**src/rtl/jtcop_objrom_slot_if.sv**
```systemverilog
// Object ROM slot bundle: object-engine request/response plus the SDRAM arbiter port.
// The slot block uses the slave view; the environment drives the master view.
interface jtcop_objrom_slot_if #(
    parameter int AW  = 17,
    parameter int SDW = 22
) ();
    logic           slot_cs;
    logic [AW-1:0]  slot_addr;
    logic [31:0]    slot_dout;
    logic           slot_ok;
    logic           sdram_req;
    logic [SDW-1:0] sdram_addr;
    logic           sdram_ack;
    logic           sdram_dst;
    logic [15:0]    sdram_din;

    modport slave (
        input  slot_cs, slot_addr, sdram_ack, sdram_dst, sdram_din,
        output slot_dout, slot_ok, sdram_req, sdram_addr
    );

    modport master (
        output slot_cs, slot_addr, sdram_ack, sdram_dst, sdram_din,
        input  slot_dout, slot_ok, sdram_req, sdram_addr
    );
endinterface

```
**src/rtl/jtcop_objrom_slot.sv**
```systemverilog
// Object ROM slot: caches the last 32-bit word, refilling it as two 16-bit SDRAM beats.
// Optional second entry with next-word prefetch when JTCOP_OBJROM_PREFETCH_EN is defined.
module jtcop_objrom_slot #(
    parameter int             AW     = 17,
    parameter int             SDW    = 22,
    parameter logic [SDW-1:0] OFFSET = 22'h0
) (
    input  logic                  clk,
    input  logic                  rst_n,
    jtcop_objrom_slot_if.slave    bus
);

    typedef enum logic [1:0] {
        ST_IDLE  = 2'd0,
        ST_REQ   = 2'd1,
        ST_BEAT0 = 2'd2,
        ST_BEAT1 = 2'd3
    } state_t;

    // Word address -> first 16-bit SDRAM location; wraps modulo 2^SDW.
    function automatic logic [SDW-1:0] map_addr(input logic [AW-1:0] a);
        logic [SDW-1:0] w;
        w         = {SDW{1'b0}};
        w[AW:1]   = a;
        map_addr  = OFFSET + w;
    endfunction

    state_t         state_q,      state_d;
    logic           valid_q,      valid_d;
    logic [AW-1:0]  tag_q,        tag_d;
    logic [31:0]    data_q,       data_d;
    logic [AW-1:0]  req_addr_q,   req_addr_d;
    logic           sdram_req_q,  sdram_req_d;
    logic [SDW-1:0] sdram_addr_q, sdram_addr_d;

    logic hit_a_s;
    logic hit_s;
    logic start_dem_s;
    logic start_any_s;

`ifdef JTCOP_OBJROM_PREFETCH_EN
    logic           valid_b_q,  valid_b_d;
    logic [AW-1:0]  tag_b_q,    tag_b_d;
    logic [31:0]    data_b_q,   data_b_d;
    logic           pf_pend_q,  pf_pend_d;
    logic [AW-1:0]  pf_addr_q,  pf_addr_d;
    logic           pf_fetch_q, pf_fetch_d;
    logic           hit_b_s;
    logic           swap_s;
    logic           start_pf_s;

    assign hit_b_s    = bus.slot_cs & valid_b_q & (tag_b_q == bus.slot_addr);
    assign hit_s      = hit_a_s | hit_b_s;
    assign swap_s     = hit_b_s & ~hit_a_s;
    assign start_pf_s = pf_pend_q & ~start_dem_s & ~swap_s;
    assign start_any_s = start_dem_s | start_pf_s;
    assign bus.slot_dout = swap_s ? data_b_q : data_q;
`else
    assign hit_s       = hit_a_s;
    assign start_any_s = start_dem_s;
    assign bus.slot_dout = data_q;
`endif

    assign hit_a_s        = bus.slot_cs & valid_q & (tag_q == bus.slot_addr);
    assign start_dem_s    = bus.slot_cs & ~hit_s;
    assign bus.slot_ok    = hit_s;
    assign bus.sdram_req  = sdram_req_q;
    assign bus.sdram_addr = sdram_addr_q;

    // State register and datapath flops, synchronous active-low reset.
    always_ff @(posedge clk) begin
        if (!rst_n) begin
            state_q      <= ST_IDLE;
            valid_q      <= 1'b0;
            tag_q        <= {AW{1'b0}};
            data_q       <= 32'h0000_0000;
            req_addr_q   <= {AW{1'b0}};
            sdram_req_q  <= 1'b0;
            sdram_addr_q <= {SDW{1'b0}};
`ifdef JTCOP_OBJROM_PREFETCH_EN
            valid_b_q    <= 1'b0;
            tag_b_q      <= {AW{1'b0}};
            data_b_q     <= 32'h0000_0000;
            pf_pend_q    <= 1'b0;
            pf_addr_q    <= {AW{1'b0}};
            pf_fetch_q   <= 1'b0;
`endif
        end else begin
            state_q      <= state_d;
            valid_q      <= valid_d;
            tag_q        <= tag_d;
            data_q       <= data_d;
            req_addr_q   <= req_addr_d;
            sdram_req_q  <= sdram_req_d;
            sdram_addr_q <= sdram_addr_d;
`ifdef JTCOP_OBJROM_PREFETCH_EN
            valid_b_q    <= valid_b_d;
            tag_b_q      <= tag_b_d;
            data_b_q     <= data_b_d;
            pf_pend_q    <= pf_pend_d;
            pf_addr_q    <= pf_addr_d;
            pf_fetch_q   <= pf_fetch_d;
`endif
        end
    end

    // Next-state logic: strobes outside their own state are ignored.
    always_comb begin
        state_d = state_q;
        case (state_q)
            ST_IDLE: begin
                if (start_any_s) begin
                    state_d = ST_REQ;
                end else begin
                    state_d = ST_IDLE;
                end
            end
            ST_REQ: begin
                if (bus.sdram_ack) begin
                    state_d = ST_BEAT0;
                end else begin
                    state_d = ST_REQ;
                end
            end
            ST_BEAT0: begin
                if (bus.sdram_dst) begin
                    state_d = ST_BEAT1;
                end else begin
                    state_d = ST_BEAT0;
                end
            end
            ST_BEAT1: begin
                if (bus.sdram_dst) begin
                    state_d = ST_IDLE;
                end else begin
                    state_d = ST_BEAT1;
                end
            end
            default: state_d = ST_IDLE;
        endcase
    end

    // Output/datapath logic: request issue, beat capture, tag/valid update.
    always_comb begin
        valid_d      = valid_q;
        tag_d        = tag_q;
        data_d       = data_q;
        req_addr_d   = req_addr_q;
        sdram_req_d  = sdram_req_q;
        sdram_addr_d = sdram_addr_q;
`ifdef JTCOP_OBJROM_PREFETCH_EN
        valid_b_d    = valid_b_q;
        tag_b_d      = tag_b_q;
        data_b_d     = data_b_q;
        pf_pend_d    = pf_pend_q;
        pf_addr_d    = pf_addr_q;
        pf_fetch_d   = pf_fetch_q;
`endif
        case (state_q)
            ST_IDLE: begin
                if (start_dem_s) begin
                    // Clearing valid here keeps slot_ok low until both halves land.
                    req_addr_d   = bus.slot_addr;
                    sdram_req_d  = 1'b1;
                    sdram_addr_d = map_addr(bus.slot_addr);
                    valid_d      = 1'b0;
`ifdef JTCOP_OBJROM_PREFETCH_EN
                    pf_fetch_d   = 1'b0;
                    pf_pend_d    = 1'b0;
                end else if (swap_s) begin
                    tag_d        = tag_b_q;
                    data_d       = data_b_q;
                    valid_d      = valid_b_q;
                    tag_b_d      = tag_q;
                    data_b_d     = data_q;
                    valid_b_d    = valid_q;
                    pf_pend_d    = 1'b1;
                    pf_addr_d    = tag_b_q + 1'b1;
                end else if (start_pf_s) begin
                    req_addr_d   = pf_addr_q;
                    sdram_req_d  = 1'b1;
                    sdram_addr_d = map_addr(pf_addr_q);
                    valid_b_d    = 1'b0;
                    pf_fetch_d   = 1'b1;
                    pf_pend_d    = 1'b0;
`endif
                end else begin
                    sdram_req_d  = 1'b0;
                end
            end
            ST_REQ: begin
                if (bus.sdram_ack) begin
                    sdram_req_d = 1'b0;
                end else begin
                    sdram_req_d = 1'b1;
                end
            end
            ST_BEAT0: begin
                if (bus.sdram_dst) begin
`ifdef JTCOP_OBJROM_PREFETCH_EN
                    if (pf_fetch_q) begin
                        data_b_d[15:0] = bus.sdram_din;
                    end else begin
                        data_d[15:0]   = bus.sdram_din;
                    end
`else
                    data_d[15:0] = bus.sdram_din;
`endif
                end else begin
                    sdram_req_d = 1'b0;
                end
            end
            ST_BEAT1: begin
                if (bus.sdram_dst) begin
`ifdef JTCOP_OBJROM_PREFETCH_EN
                    if (pf_fetch_q) begin
                        data_b_d[31:16] = bus.sdram_din;
                        tag_b_d         = req_addr_q;
                        valid_b_d       = 1'b1;
                        pf_fetch_d      = 1'b0;
                    end else begin
                        data_d[31:16] = bus.sdram_din;
                        tag_d         = req_addr_q;
                        valid_d       = 1'b1;
                        pf_pend_d     = bus.slot_cs;
                        pf_addr_d     = req_addr_q + 1'b1;
                    end
`else
                    data_d[31:16] = bus.sdram_din;
                    tag_d         = req_addr_q;
                    valid_d       = 1'b1;
`endif
                end else begin
                    sdram_req_d = 1'b0;
                end
            end
            default: begin
                sdram_req_d = 1'b0;
            end
        endcase
    end

endmodule

```
**src/flat_wrapper.sv**
```systemverilog
// flat-port wrapper written by rule: the top's interface ports become plain ports
module jtcop_objrom_slot_flat 
#(
    parameter int             AW     = 17,
    parameter int             SDW    = 22,
    parameter logic [SDW-1:0] OFFSET = 22'h0
)
  (clk, rst_n, bus_slot_cs, bus_slot_addr, bus_sdram_ack, bus_sdram_dst, bus_sdram_din, bus_slot_dout, bus_slot_ok, bus_sdram_req, bus_sdram_addr);
  jtcop_objrom_slot_if #(.AW(AW), .SDW(SDW)) bus_i ();
  input  logic clk;
  input  logic rst_n;
  input wire logic [$bits(bus_i.slot_cs)-1:0] bus_slot_cs;
  input wire logic [$bits(bus_i.slot_addr)-1:0] bus_slot_addr;
  input wire logic [$bits(bus_i.sdram_ack)-1:0] bus_sdram_ack;
  input wire logic [$bits(bus_i.sdram_dst)-1:0] bus_sdram_dst;
  input wire logic [$bits(bus_i.sdram_din)-1:0] bus_sdram_din;
  output wire logic [$bits(bus_i.slot_dout)-1:0] bus_slot_dout;
  output wire logic [$bits(bus_i.slot_ok)-1:0] bus_slot_ok;
  output wire logic [$bits(bus_i.sdram_req)-1:0] bus_sdram_req;
  output wire logic [$bits(bus_i.sdram_addr)-1:0] bus_sdram_addr;
  assign bus_i.slot_cs = bus_slot_cs;
  assign bus_i.slot_addr = bus_slot_addr;
  assign bus_i.sdram_ack = bus_sdram_ack;
  assign bus_i.sdram_dst = bus_sdram_dst;
  assign bus_i.sdram_din = bus_sdram_din;
  assign bus_slot_dout = bus_i.slot_dout;
  assign bus_slot_ok = bus_i.slot_ok;
  assign bus_sdram_req = bus_i.sdram_req;
  assign bus_sdram_addr = bus_i.sdram_addr;
  jtcop_objrom_slot #(.AW(AW), .SDW(SDW), .OFFSET(OFFSET)) u_core (.clk(clk), .rst_n(rst_n), .bus(bus_i));
endmodule
```
**config.mk**
```make
export PLATFORM = sky130hd
export DESIGN_NAME = jtcop_objrom_slot_flat
export DESIGN_NICKNAME = d
export VERILOG_FILES = /design/src/rtl/jtcop_objrom_slot_if.sv /design/src/rtl/jtcop_objrom_slot.sv /design/src/flat_wrapper.sv
export SDC_FILE = /design/constraint.sdc
export NUM_CORES = 1
export LEC_CHECK = 0
export CAP_MARGIN = 20
export CELL_PAD_IN_SITES_DETAIL_PLACEMENT = 0
export CELL_PAD_IN_SITES_GLOBAL_PLACEMENT = 1
export CORE_MARGIN = 3
export CORE_UTILIZATION = 35
export CTS_CLUSTER_DIAMETER = 60
export DETAILED_ROUTE_END_ITERATION = 12
export PLACE_DENSITY = 0.85
export SLEW_MARGIN = 25
export SYNTH_ARGS = -nofsm -noshare
export SYNTH_HDL_FRONTEND = slang
export SYNTH_SLANG_ARGS = --single-unit
```
**constraint.sdc**
```tcl
create_clock -name clk -period 2.4 [get_ports clk]
set_clock_uncertainty 0.05 [all_clocks]
set_input_delay 0.72 -clock clk [delete_from_list [all_inputs] [get_ports clk]]
set_output_delay 0.72 -clock clk [all_outputs]
set_load 0.01 [all_outputs]
```
==> reports/results.ini <==
[synthesis]
ys_seq_share_pct = 42.0
synthAoiAreaFrac_pct = 17.1
xor_area_share_pct = 4.73
muxShareOfSynthArea_pct = 0
yosysWarnings = 0
top_area_cell = dfxtp_1
flop_cell = dfxtp_1
synth_cells = 394
ys_cells = 394
top_cells_by_count = 117 x nand2_1, 70 x dfxtp_1, 49 x a21boi_1
async_flop_share_pct = 0
topCellsByArea = dfxtp_1 42%, nand2_1 13%, a21boi_1 11%

[floorplan]
boundaryPins = 94
die_x_um = 104
coreArea_um2 = 8980

[final_timing]
fin_tns_setup_ns = -0.247
setup_ws_ns = -0.247
final-setup-viol-count = 1

[status]
status = finished, violations left
failed_checks = negative setup slack

[cells_and_area]
combGateArea_um2 = 1800
fill_cells = 853
syn_to_final_growth_pct = 41.7
final-seq-area_um2 = 1400
drive_above_1_share_pct = 16.6
fin_util_pct = 52.7

[flow_run]
maxCapViolCount = 0

[route]
vias_per_cell = 5.04
drc_errors = 0

[placed_design]
placed_cells = 602
routabilityCongestion = 0.744
hpwl_um = 5980
dpl_cell_area_um2 = 4400
io_buffers = 88

[worst_setup_path]
arrival_ns = 1.88
setup.worst_path.class = primary input to output port
startpoint_type = primary input
critical_path.max_fanout = 3

[worst_hold_path]
hold_path.class = register to register
min_path_cells = 2

[power]
p_sw_uw = 689
combPwrFrac_pct = 15.1
power_density_nw_per_um2 = 586
power.total_mw = 2.77
pg_seq_mw = 1.27
sw_frac_of_total_pct = 24.9

[cts]
cts_buffers = 9
cts-root-buf = clkbuf_8

timing repair:
item	4_1_cts	5_1_grt
gates resized	82	0
endpoints found under the hold margin	0	0
endpoints found under the setup margin	1	1
buffers inserted	3	0
pin swaps	8	0
registers in the layout (all words and copies together), names as in the netlist:
name and cells:
u_core.bus.sdram_req 1, u_core.bus.slot_dout 32, u_core.req_addr_q 17, u_core.state_q 2
u_core.tag_q 17, u_core.valid_q 1
layout by cell type, fill, tap and decap left out, types with 3 or more instances in the layout:
| master | instances |
|---|---|
| nand3_1 | 3 |
| nand2_1 | 117 |
| clkdlybuf4s50_1 | 70 |
| xor2_2 | 10 |
| xor2_1 | 4 |
| nand4_1 | 35 |
| nor4_1 | 5 |
| a21boi_1 | 49 |
| o2111ai_1 | 17 |
| dfxtp_1 | 70 |
| nand4b_1 | 18 |
| buf_2 | 8 |
| dlygate4sd2_1 | 4 |
| buf_6 | 4 |
| clkbuf_8 | 11 |
| buf_4 | 33 |
| conb_1 | 5 |
critical path: stages:
cell	delay [ns]
buf_8	0.10
xor2_2	0.15
nor4_2	0.29
nand3_1	0.14
nor4_2	0.28
buf_2	0.19
kinds of logic (layout without fill, tap and decap cells):
logic type / Yosys count / in the layout
other cells: 1 / 5
xor+xnor: 18 / 18
flops: 70 / 70
compound gates: 73 / 73
simple gates: 190 / 190
buf+inv: 42 / 139
cell type report:
cell class	instances	share of cell area [%]
Clock buffer	11	3.20
Timing Repair Buffer	123	24.1
Clock inverter	5	1.72
Multi-Input combinational cell	286	38.0
Tap cell	126	3.33
Sequential cell	70	29.6
per-layer routing:
layer  GRT usage (%)  share of wire, %  wire length, µm
met5               0                 0                0
met4            5.51              0.94               82
met3            4.29               5.5              482
met2            27.5                49             4270
met1            20.6                45             3910
### Cells colored by class

Fill, decap, tap and diode cells in gray.
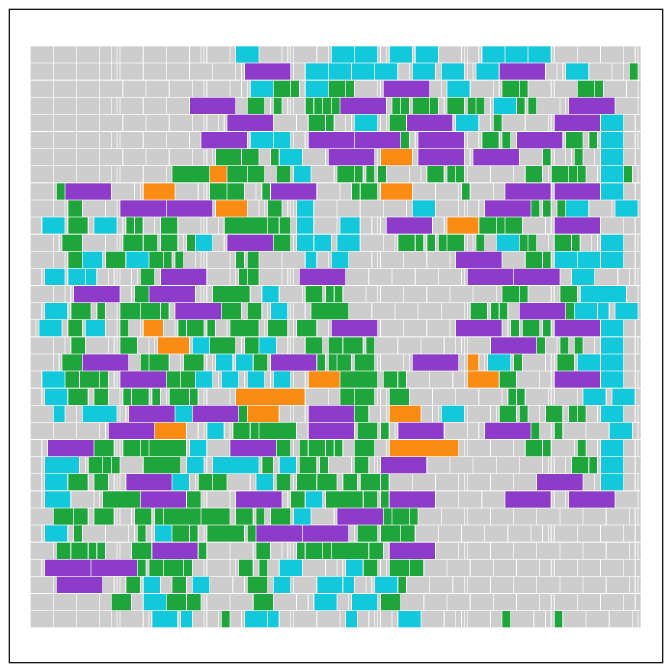
Purple stands for registers, cells 70, share of their area 31%. Orange stands for clock drivers and dummy loads, cells 16, share of their area 5.1%. Cyan stands for remaining buffers and delay cells, cells 123, share of their area 25%. Green stands for remaining logic cells, cells 286, share of their area 39%.

### Signal wires on met1

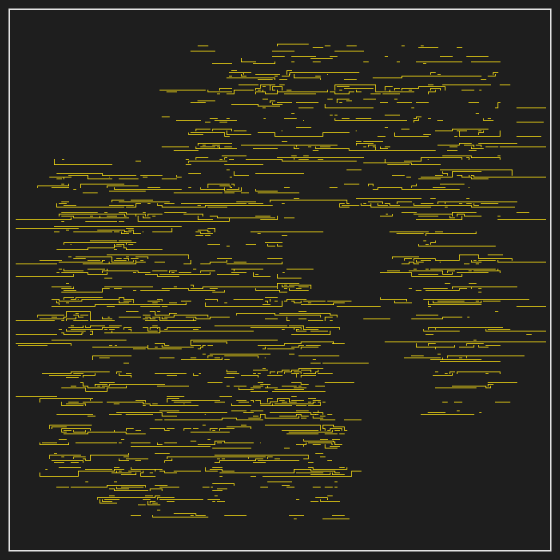
The layer carries 3910 µm of wire. 476 nets have wire on it. The longest straight run is 30.8 µm.
vias: 3129
routed wire length: 8750 µm
GR Util met1: 20.6%

### Routed metal per tile

Scale bar: 20 µm. 21 x 21 tiles, from dark blue (low) to red (high), scaled to the fullest tile. Values are wire area over tile area, all layers added.
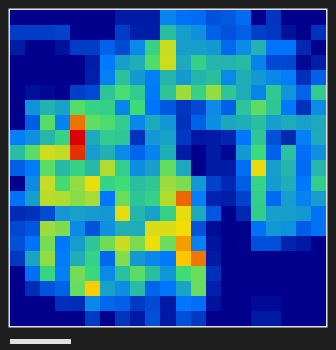
The densest ninth of the die: left middle. The fullest tile reaches 0.49. The mean over all tiles is 0.13. 20% of the tiles are nearly empty.
Total Routing Usage GR: 16.4%
DR WL/cell: 14.1 µm

### The clock network

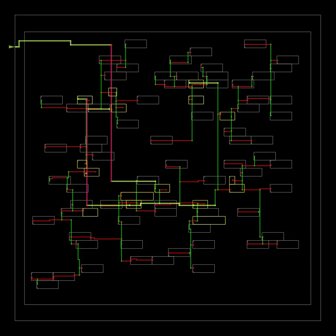
clock sink count: 70
clk_lat worst skew: 0.34 ns
clock buffers: 11

### The metal 3 layer

Scale bar: 20 µm.
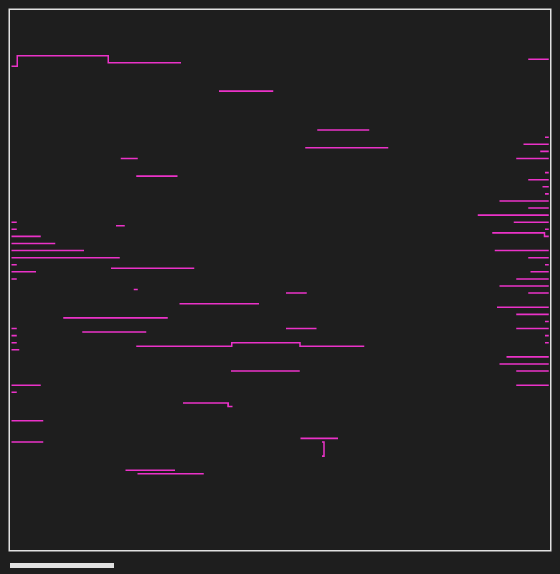
The layer holds 5.5% of the routed length. The layer carries 482 µm of wire. 64 nets have wire on it. The wires run mostly horizontal. The longest straight run is 20.5 µm.
GRT met3 Usage: 4.29%

